==> config.mk <==
export PLATFORM = sky130hd
export DESIGN_NAME = pc_seq_unit
export DESIGN_NICKNAME = d
export VERILOG_FILES = /design/src/rtl/pc_seq_unit.sv
export SDC_FILE = /design/constraint.sdc
export NUM_CORES = 1
export LEC_CHECK = 0
export CAP_MARGIN = 5
export CORE_MARGIN = 5
export CORE_UTILIZATION = 30
export DETAILED_ROUTE_END_ITERATION = 10
export PLACE_DENSITY = 0.56
export SYNTH_ARGS = -nofsm -noshare
export SYNTH_HDL_FRONTEND = slang
export SYNTH_SLANG_ARGS = --single-unit
==> constraint.sdc <==
create_clock -name clk -period 2.3 [get_ports clk]
set_input_delay 0.23 -clock clk [delete_from_list [all_inputs] [get_ports clk]]
set_output_delay 0.23 -clock clk [all_outputs]
set_load 0.01 [all_outputs]
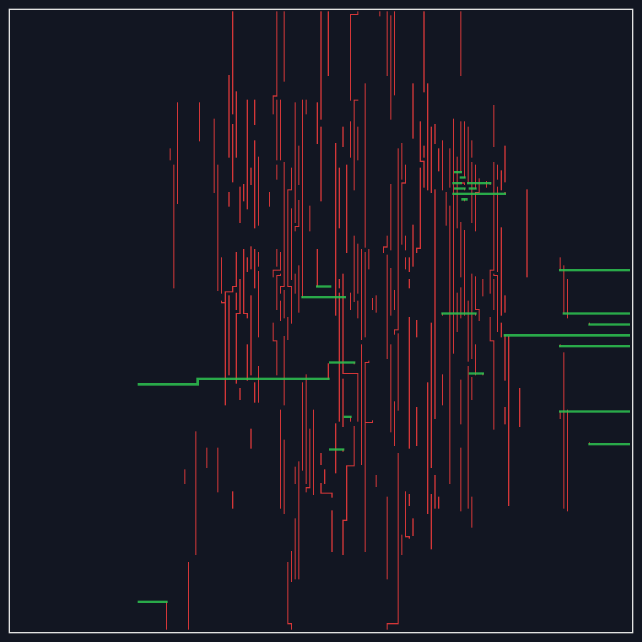
Figure 1: routed metal, one color a layer.
Drawn at 8 px/micron. Only two layers are drawn.
| layer | color | wire length |
|---|---|---|
| metal 3 | green | 118 microns |
| metal 2 | red | 1620 microns |
final wirelength: 3.23 mm
total number of vias: 1003
Total GRT Usage: 11.3%
wire per inst: 17.0 microns

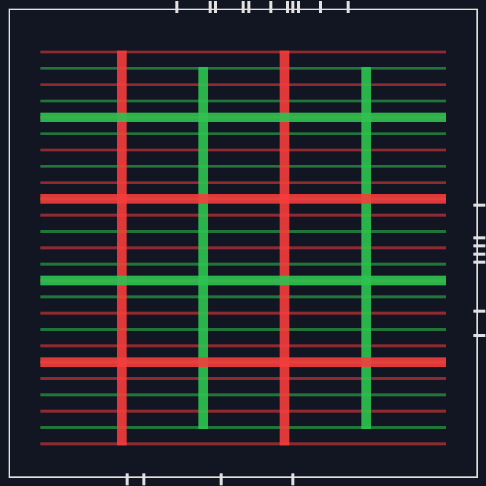
Figure 2: power grid.
Drawn at 6 px/micron. Pins as bars on the die edge.
| net | color |
|---|---|
| VSS | red |
| VDD | green |
met5 straps: 4
rows: 24
signal pins: 22
met4 straps: 4
maximum vdd drop: 0.356 mV
Die Y: 77.7 microns

==> GITHUB_STEP_SUMMARY <==
### Yosys + OpenROAD results

| Metric | Value |
|---|---|
| Worst reg2reg path depth | 6 |
| IO Port Bufs | 21 |
| Final Critical Period | 2.19 ns |
| # IOs | 22 |
| Leak | 0.650 nW |
| Row count | 24 |
| Post-synth seq share | 53.1% |
| Syn Area/Cell | 12.7 sq um |
| Ant. Diodes | 0 |
| Clock H-tree levels | 1 |
| Max cap viols | 0 |
| Cells after Synth | 108 |
| Synth warnings | 0 |
| Clk power | 256 uW |
| MUX area fraction | 9.64% |
| Switch share | 37.5% |
| Via density | 5.28 |
| RSZ-0062 raised after global routing | no |
| Pins Over Slew Limit | 0 |
| Status | completed |
| Dpl cell area | 1700 sq um |
| Clk buf depth | 2 |
| Final period utilization | 95.1% |
| Crit path launch type | register |
| Core footprint | 4410 sq um |
| Simple share | 11.0% |
| Largest register FFs | 16 |
| CP arrival | 1.96 ns |
| Post-route ant nets | 0 |
| Post CTS Setup Buffer Count | 0 |
| P_comb | 1.14 mW |
| Flops after synth | 26 |
| Setup TNS | 0 ns |
| Clock transition at the registers of the reported paths | 0.08 ns |
| Layout cells sized above 1 | 16.7% |
| Final Hold Viols | 0 |
| Rel. slew slack | 65.4% |
| Congestion Overflow GR | 0 |
| Pint | 1.37 mW |
| Routability Congestion | 0.816 |
| Area of the mapped netlist | 1380 sq um |
| Hold crit path type | in2async |
| Unique cell types | 39 |
| Seq power | 789 uW |
| R2r setup slk | 0.33 ns |
| WS Path Type | reg2out |
| Pin count of the biggest net entering global routing | 18 |
| Main logic family | AND-OR/OR-AND gates |
| Total clock sinks | 26 |
| Crit-path max FO | 6 |
| Vias in the first global route | 1095 |
| HPWL Detailed | 2.49 mm |
| Xor/xnor share | 3.18% |
| Die Area | 6040 sq um |
| Nets | 155 |
| Clk_lat worst skew | 0.27 ns |
| Initial drt markers | 69 |
| Final Instance Area | 1740 sq um |
| Yosys cell count | 108 |
| Yosys stat area | 1380 sq um |
| Largest Pwr Group | combinational cells |
| DRC viols | 0 |
| Initial antenna violation count | 0 |
| Worst Path Required | 2.07 ns |
| PostCTS Resize Cnt | 0 |
| Die width | 77.7 microns |
| Worst-margin pin slew | 0.518 ns |
| FMAX | 457 MHz |
| Syn-to-layout area delta | 26.6% |
| Area share of fa/ha/maj cells after synthesis | 6.00% |
| Drt pass-1 iters | 4 |
| Combinational Power Share | 52.3% |
| Core Util at FP | 31.2% |
| Clock share of power | 11.7% |
| CTS tree | yes |
| Mapped Nets | 124 |
| Cts bufs inserted | 3 |
| # setup viols final | 0 |
| Switching power | 821 uW |
| Worst Setup End Kind | primary output |
| First-pass GRT wire length | 5.41 mm |
| Number of OpenROAD warnings | 29 |
| CTS Hold Bufs | 0 |
| Seq pwr share | 36.0% |
| Pwr/cell area | 1260 nW/um^2 |
| Final Skew | 0.00145 ns |
| Aoi share | 13.6% |
| Root Buffer Master | clkbuf_8 |
metal layers:
layer	track usage (%)	wire, microns	vias to the layer above	share of wire (%)
met5	0	0	-	0
met4	5.84	90	0	2.8
met3	2.08	117	13	3.6
met2	18.2	1620	28	50
met1	14.4	1400	500	43
li1	-	-	462	-
cell usage in the layout (no fill, tap or decap), drive strengths merged, types with 2 or more instances in the layout:
cell type / Yosys / routed
a21oi: 4 / 4
a31oi: 4 / 4
and2: 4 / 4
buf: 2 / 8
clkbuf: 1 / 3
clkdlybuf4s50: 0 / 21
clkinv: 1 / 2
dfrtp: 10 / 10
edfxtp: 16 / 16
ha: 5 / 5
inv: 8 / 8
mux2: 2 / 2
mux2i: 2 / 2
mux4: 4 / 4
nand2: 7 / 7
nand3: 2 / 2
nor2: 5 / 5
nor3: 3 / 3
o21ai: 6 / 6
o32ai: 2 / 2
xnor2: 2 / 2
xor2: 3 / 3
final cells by class:
cell class              count  area [sq um]
repair buffers             29           270
fillers                   412          2670
clock buffers               3          41.3
clock inverters             1          3.75
multi-input cells          70           598
flip-flops and latches     26           731
well taps                  52          65.1
inverters                   9          33.8
stage by stage:
step                      setup WS, ns  hold slack, ns  total power [mW]  utilization (%)  cells
after global routing            0.0210           0.314              2.34             39.5    190
final                            0.112           0.307              2.19             39.5    190
after floorplan                  0.455         -0.0656              1.41                -    108
after CTS                        0.101           0.311              2.23             39.5    190
after global placement           0.313           0.469              1.93             38.5    186
after detailed placement         0.222           0.473              1.96             38.5    186
Yosys cell counts:
library cell | instances | area share, %
a21oi_1 | 3 | 1.1
mux2i_1 | 2 | 1.5
a32oi_1 | 1 | 0.64
a21o_1 | 1 | 0.55
nor3b_1 | 1 | 0.55
dfrtp_1 | 10 | 18
fa_1 | 1 | 1.5
xor2_1 | 3 | 1.9
nor4_1 | 1 | 0.45
a41o_1 | 1 | 0.73
o211ai_1 | 1 | 0.55
nand2_1 | 7 | 1.9
or3b_1 | 1 | 0.64
nor3_4 | 1 | 1.2
nand3_1 | 2 | 0.73
nor2_1 | 5 | 1.4
ha_1 | 5 | 4.5
clkinv_1 | 1 | 0.27
and2_1 | 4 | 1.8
buf_2 | 2 | 0.73
o32ai_1 | 2 | 1.3
a2111oi_2 | 1 | 1.1
nor2b_4 | 1 | 1.0
a21boi_0 | 1 | 0.55
nor3_1 | 2 | 0.73
o21ai_1 | 1 | 0.36
inv_1 | 8 | 2.2
xnor2_1 | 2 | 1.3
o21bai_1 | 1 | 0.55
clkbuf_1 | 1 | 0.27
mux4_2 | 4 | 6.5
a31oi_1 | 4 | 1.8
nor4b_1 | 1 | 0.64
a21oi_2 | 1 | 0.64
o21ai_0 | 5 | 1.8
a211oi_2 | 1 | 0.91
a221oi_2 | 1 | 1.1
mux2_2 | 2 | 1.6
edfxtp_1 | 16 | 35
cells by family after synthesis:
kind of cell    Yosys count
fa+ha+maj                 6
compound gates           25
buf+inv                  12
flops                    26
xor+xnor                  5
simple gates             26
mux                       8
worst max-delay path: stages, from the launching register on:
cell and delay, ns:
dfrtp_1 0.51, ha_1 0.28, xor2_1 0.30, clkdlybuf4s50_1 0.60
Power is estimated from default activity; no workload was simulated.
